[src/rtl/lc3_pkg.sv]
// Shared LC-3 operate-instruction definitions: opcodes, sequencer states, reset condition codes.
package lc3_pkg;

  localparam logic [3:0] OP_ADD = 4'b0001;
  localparam logic [3:0] OP_AND = 4'b0101;
  localparam logic [3:0] OP_NOT = 4'b1001;

  localparam logic [2:0] NZP_RESET = 3'b010;

  typedef enum logic [1:0] {
    IDLE = 2'd0,
    READ = 2'd1,
    EXEC = 2'd2,
    WB   = 2'd3
  } state_t;

  function automatic logic is_legal_op(input logic [3:0] op);
    return (op == OP_ADD) || (op == OP_AND) || (op == OP_NOT);
  endfunction

endpackage

[src/rtl/lc3_alu.sv]
// Combinational LC-3 operate ALU (ADD, AND, NOT); unsupported opcodes yield zero.
module lc3_alu
  import lc3_pkg::*;
#(
  parameter int WIDTH = 16
) (
  input  logic [3:0]       opcode,
  input  logic [WIDTH-1:0] A,
  input  logic [WIDTH-1:0] B,
  output logic [WIDTH-1:0] result
);

  always_comb begin
    result = '0;
    case (opcode)
      OP_ADD:  result = A + B;
      OP_AND:  result = A & B;
      OP_NOT:  result = ~A;
      default: result = '0;
    endcase
  end

endmodule

[src/rtl/operate_sequencer.sv]
// Four-state LC-3 operate sequencer: IDLE -> READ -> EXEC -> WB, write-back 3 cycles after accept.
// start is only sampled in IDLE, so a held start gives one instruction per 4 cycles.
module operate_sequencer
  import lc3_pkg::*;
#(
  parameter int WIDTH = 16
) (
  input  logic             clk,
  input  logic             reset,
  input  logic             start,
  input  logic [WIDTH-1:0] ir,
  input  logic [WIDTH-1:0] Out0,
  input  logic [WIDTH-1:0] Out1,
  output logic [2:0]       SR0,
  output logic [2:0]       SR1,
  output logic [2:0]       DR,
  output logic             WE,
  output logic [WIDTH-1:0] Bus,
  output logic [2:0]       nzp,
  output logic             busy,
  output logic             done,
  output logic             illegal
);

  state_t           state_q, state_d;
  logic [WIDTH-1:0] ir_q, ir_d;
  logic [WIDTH-1:0] a_q, a_d;
  logic [WIDTH-1:0] b_q, b_d;
  logic [WIDTH-1:0] res_q, res_d;
  logic [2:0]       nzp_q, nzp_d;

  logic [3:0]       opcode;
  logic             legal;
  logic [WIDTH-1:0] b_sel;
  logic [WIDTH-1:0] alu_res;

  assign opcode = ir_q[15:12];
  assign legal  = is_legal_op(opcode);
  // Immediate form replaces the second register operand with sext(ir[4:0]).
  assign b_sel  = ir_q[5] ? {{(WIDTH-5){ir_q[4]}}, ir_q[4:0]} : b_q;

  lc3_alu #(.WIDTH(WIDTH)) u_alu (
    .opcode (opcode),
    .A      (a_q),
    .B      (b_sel),
    .result (alu_res)
  );

  always_comb begin
    state_d = state_q;
    ir_d    = ir_q;
    a_d     = a_q;
    b_d     = b_q;
    res_d   = res_q;
    nzp_d   = nzp_q;
    SR0     = 3'd0;
    SR1     = 3'd0;
    DR      = 3'd0;
    WE      = 1'b0;
    Bus     = '0;
    done    = 1'b0;
    illegal = 1'b0;
    busy    = (state_q != IDLE);

    case (state_q)
      IDLE: begin
        if (start) begin
          ir_d    = ir;
          state_d = READ;
        end
      end
      READ: begin
        SR0     = ir_q[8:6];
        SR1     = ir_q[2:0];
        a_d     = Out0;
        b_d     = Out1;
        state_d = EXEC;
      end
      EXEC: begin
        SR0     = ir_q[8:6];
        SR1     = ir_q[2:0];
        res_d   = alu_res;
        state_d = WB;
      end
      WB: begin
        done    = 1'b1;
        state_d = IDLE;
        if (legal) begin
          WE  = 1'b1;
          DR  = ir_q[11:9];
          Bus = res_q;
          if (res_q[WIDTH-1])     nzp_d = 3'b100;
          else if (res_q == '0)   nzp_d = 3'b010;
          else                    nzp_d = 3'b001;
        end else begin
          illegal = 1'b1;
        end
      end
      default: state_d = IDLE;
    endcase
  end

  always_ff @(posedge clk or negedge reset) begin
    if (!reset) begin
      state_q <= IDLE;
      ir_q    <= '0;
      a_q     <= '0;
      b_q     <= '0;
      res_q   <= '0;
      nzp_q   <= NZP_RESET;
    end else begin
      state_q <= state_d;
      ir_q    <= ir_d;
      a_q     <= a_d;
      b_q     <= b_d;
      res_q   <= res_d;
      nzp_q   <= nzp_d;
    end
  end

  assign nzp = nzp_q;

endmodule

[config.mk]
export PLATFORM = sky130hd
export DESIGN_NAME = operate_sequencer
export DESIGN_NICKNAME = d
export VERILOG_FILES = /design/src/rtl/lc3_pkg.sv /design/src/rtl/lc3_alu.sv /design/src/rtl/operate_sequencer.sv
export SDC_FILE = /design/constraint.sdc
export NUM_CORES = 1
export LEC_CHECK = 0
export ABC_AREA = 1
export CAP_MARGIN = 5
export CORE_ASPECT_RATIO = 1.25
export CORE_MARGIN = 5
export CORE_UTILIZATION = 48
export DETAILED_ROUTE_END_ITERATION = 7
export HOLD_SLACK_MARGIN = 0.12
export PLACE_DENSITY = 0.82
export SLEW_MARGIN = 10
export SYNTH_ARGS = -nofsm -noshare
export SYNTH_HDL_FRONTEND = slang
export SYNTH_SLANG_ARGS = --single-unit
[constraint.sdc]
create_clock -name clk -period 2.36 [get_ports clk]
set_clock_uncertainty 0.2 [all_clocks]
set_input_delay 0.472 -clock clk [delete_from_list [all_inputs] [get_ports clk]]
set_output_delay 0.472 -clock clk [all_outputs]
set_load 0.05 [all_outputs]
==> flow_summary.toml <==
# flow metrics
[worst_setup_path]
cp_num_buf_inv = 4
slowest_delay_ns = 0.44
critical_path_class = "register to primary output"

[power]
comb_power_mw = 6.48
leakagePower_nw = 2.92
cellInternalPower_mw = 5.15
peakVddDrop_uv = 840

[timing]
timing.hold.ws_ns = 0.302
setup_viol = 0
post-route-period-util = 0.983
slew_violations = 0

[clock_network]
htree_num_levels = 3
cts_tree = "done"

[synth]
synth-seq-area-share = 0.402
syn-mean-instance-area_um2 = 7.82
ys_ff = 69
synth.most_common_cell = "nand2_1"

[drt]
wl_per_cell_um = 13.8
top_layer_used = "met4"
first_iter_violations = 199
ant_nets = 0
drt_wl_total_um = 10700
drc = 0

[global_routing]
antenna_found_initial = 0
met1_usage = 0.251
grt_pass1_vias = 3645
gr-usage-met3 = 0.0331
grt_max_degree = 70
grt-busiest-layer = "met2"
met2_usage = 0.340

[cells_and_area]
instances_no_fill = 775
clock_area_frac = 0.0372
buf_share = 0.217
sh_seq_area = 0.278
filler_cell_count = 659
largest_cell_class = "logic gates"

[outcome]
status = "completed"

[placement]
post-place-ws_ns = -0.0436
[path summary, 6_finish.rpt]
check / from / end / slack, ns / cells past startpoint
max in group asynchronous: reset / nzp[1] / 1.16 / 3
worst min-delay path: res_q[14] / res_q[14] / 0.30 / 2
worst max-delay path: ir_q[15] / Bus[3] / 0.04 / 7
worst max register to register: ir_q[5] / res_q[15] / 0.05 / 13
min in group asynchronous: reset / a_q[10] / 0.47 / 3
worst min register to register: res_q[14] / res_q[14] / 0.30 / 2
[state kept, by name (all words and copies together), names as in the netlist]
signal	cells
ir_q	16
b_q	16
a_q	16
nzp	3
state_q	2
res_q	16
[timing repair]
item                                   4_1_cts  5_1_grt
hold buffers                                 1        0
pin swaps                                    4       28
cloned                                       0        2
endpoints found under the hold margin       68        0
setup endpoints to repair                   22       28
buffers inserted                             3        5
gates resized                               11       56
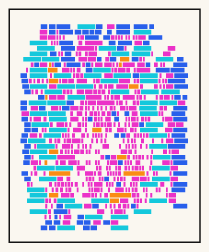
*Cell classes on the final placement*
Drawn at 2 px/um.
legend:
  blue:
    class: remaining buffers and delay cells
    cells: 107
  magenta:
    class: combinational and other logic
    cells: 463
  orange:
    class: clock drivers and dummy loads
    cells: 16
  cyan:
    class: sequential cells
    cells: 69
Site Rows: 38
core area: 8700 um2

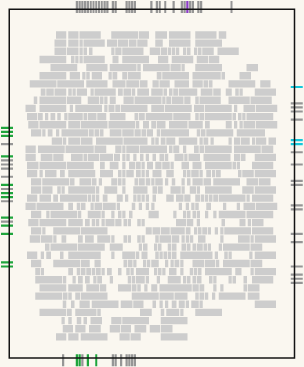
*Pin placement*
Drawn at 3 px/um. Pins as bars across the die edge, other pins in gray.
legend:
  cyan:
    port: `nzp`
    pins: 3
    direction: output
    edge: east
  green:
    port: `Out1`
    pins: 16
    direction: input
    edge: 12 west, 4 south
  purple:
    port: `illegal`
    pins: 1
    direction: output
    edge: north
all pins by edge: 31 north, 20 west, 19 east, 13 south
Die Wd: 94.6 um
PortBufs: 82
die y size: 116 um

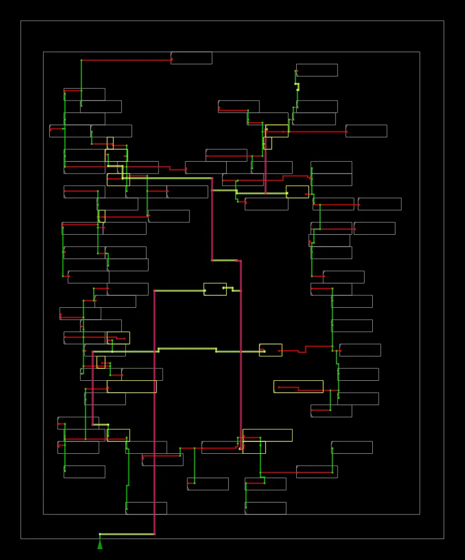
*The clock network*
Power Clock: 1.14 mW
flip-flops: 69
clock latency on the worst-skew pair: 0.36 ns
clk sink count: 69
clkbuf count: 11

Power is estimated from default activity; no workload was simulated.
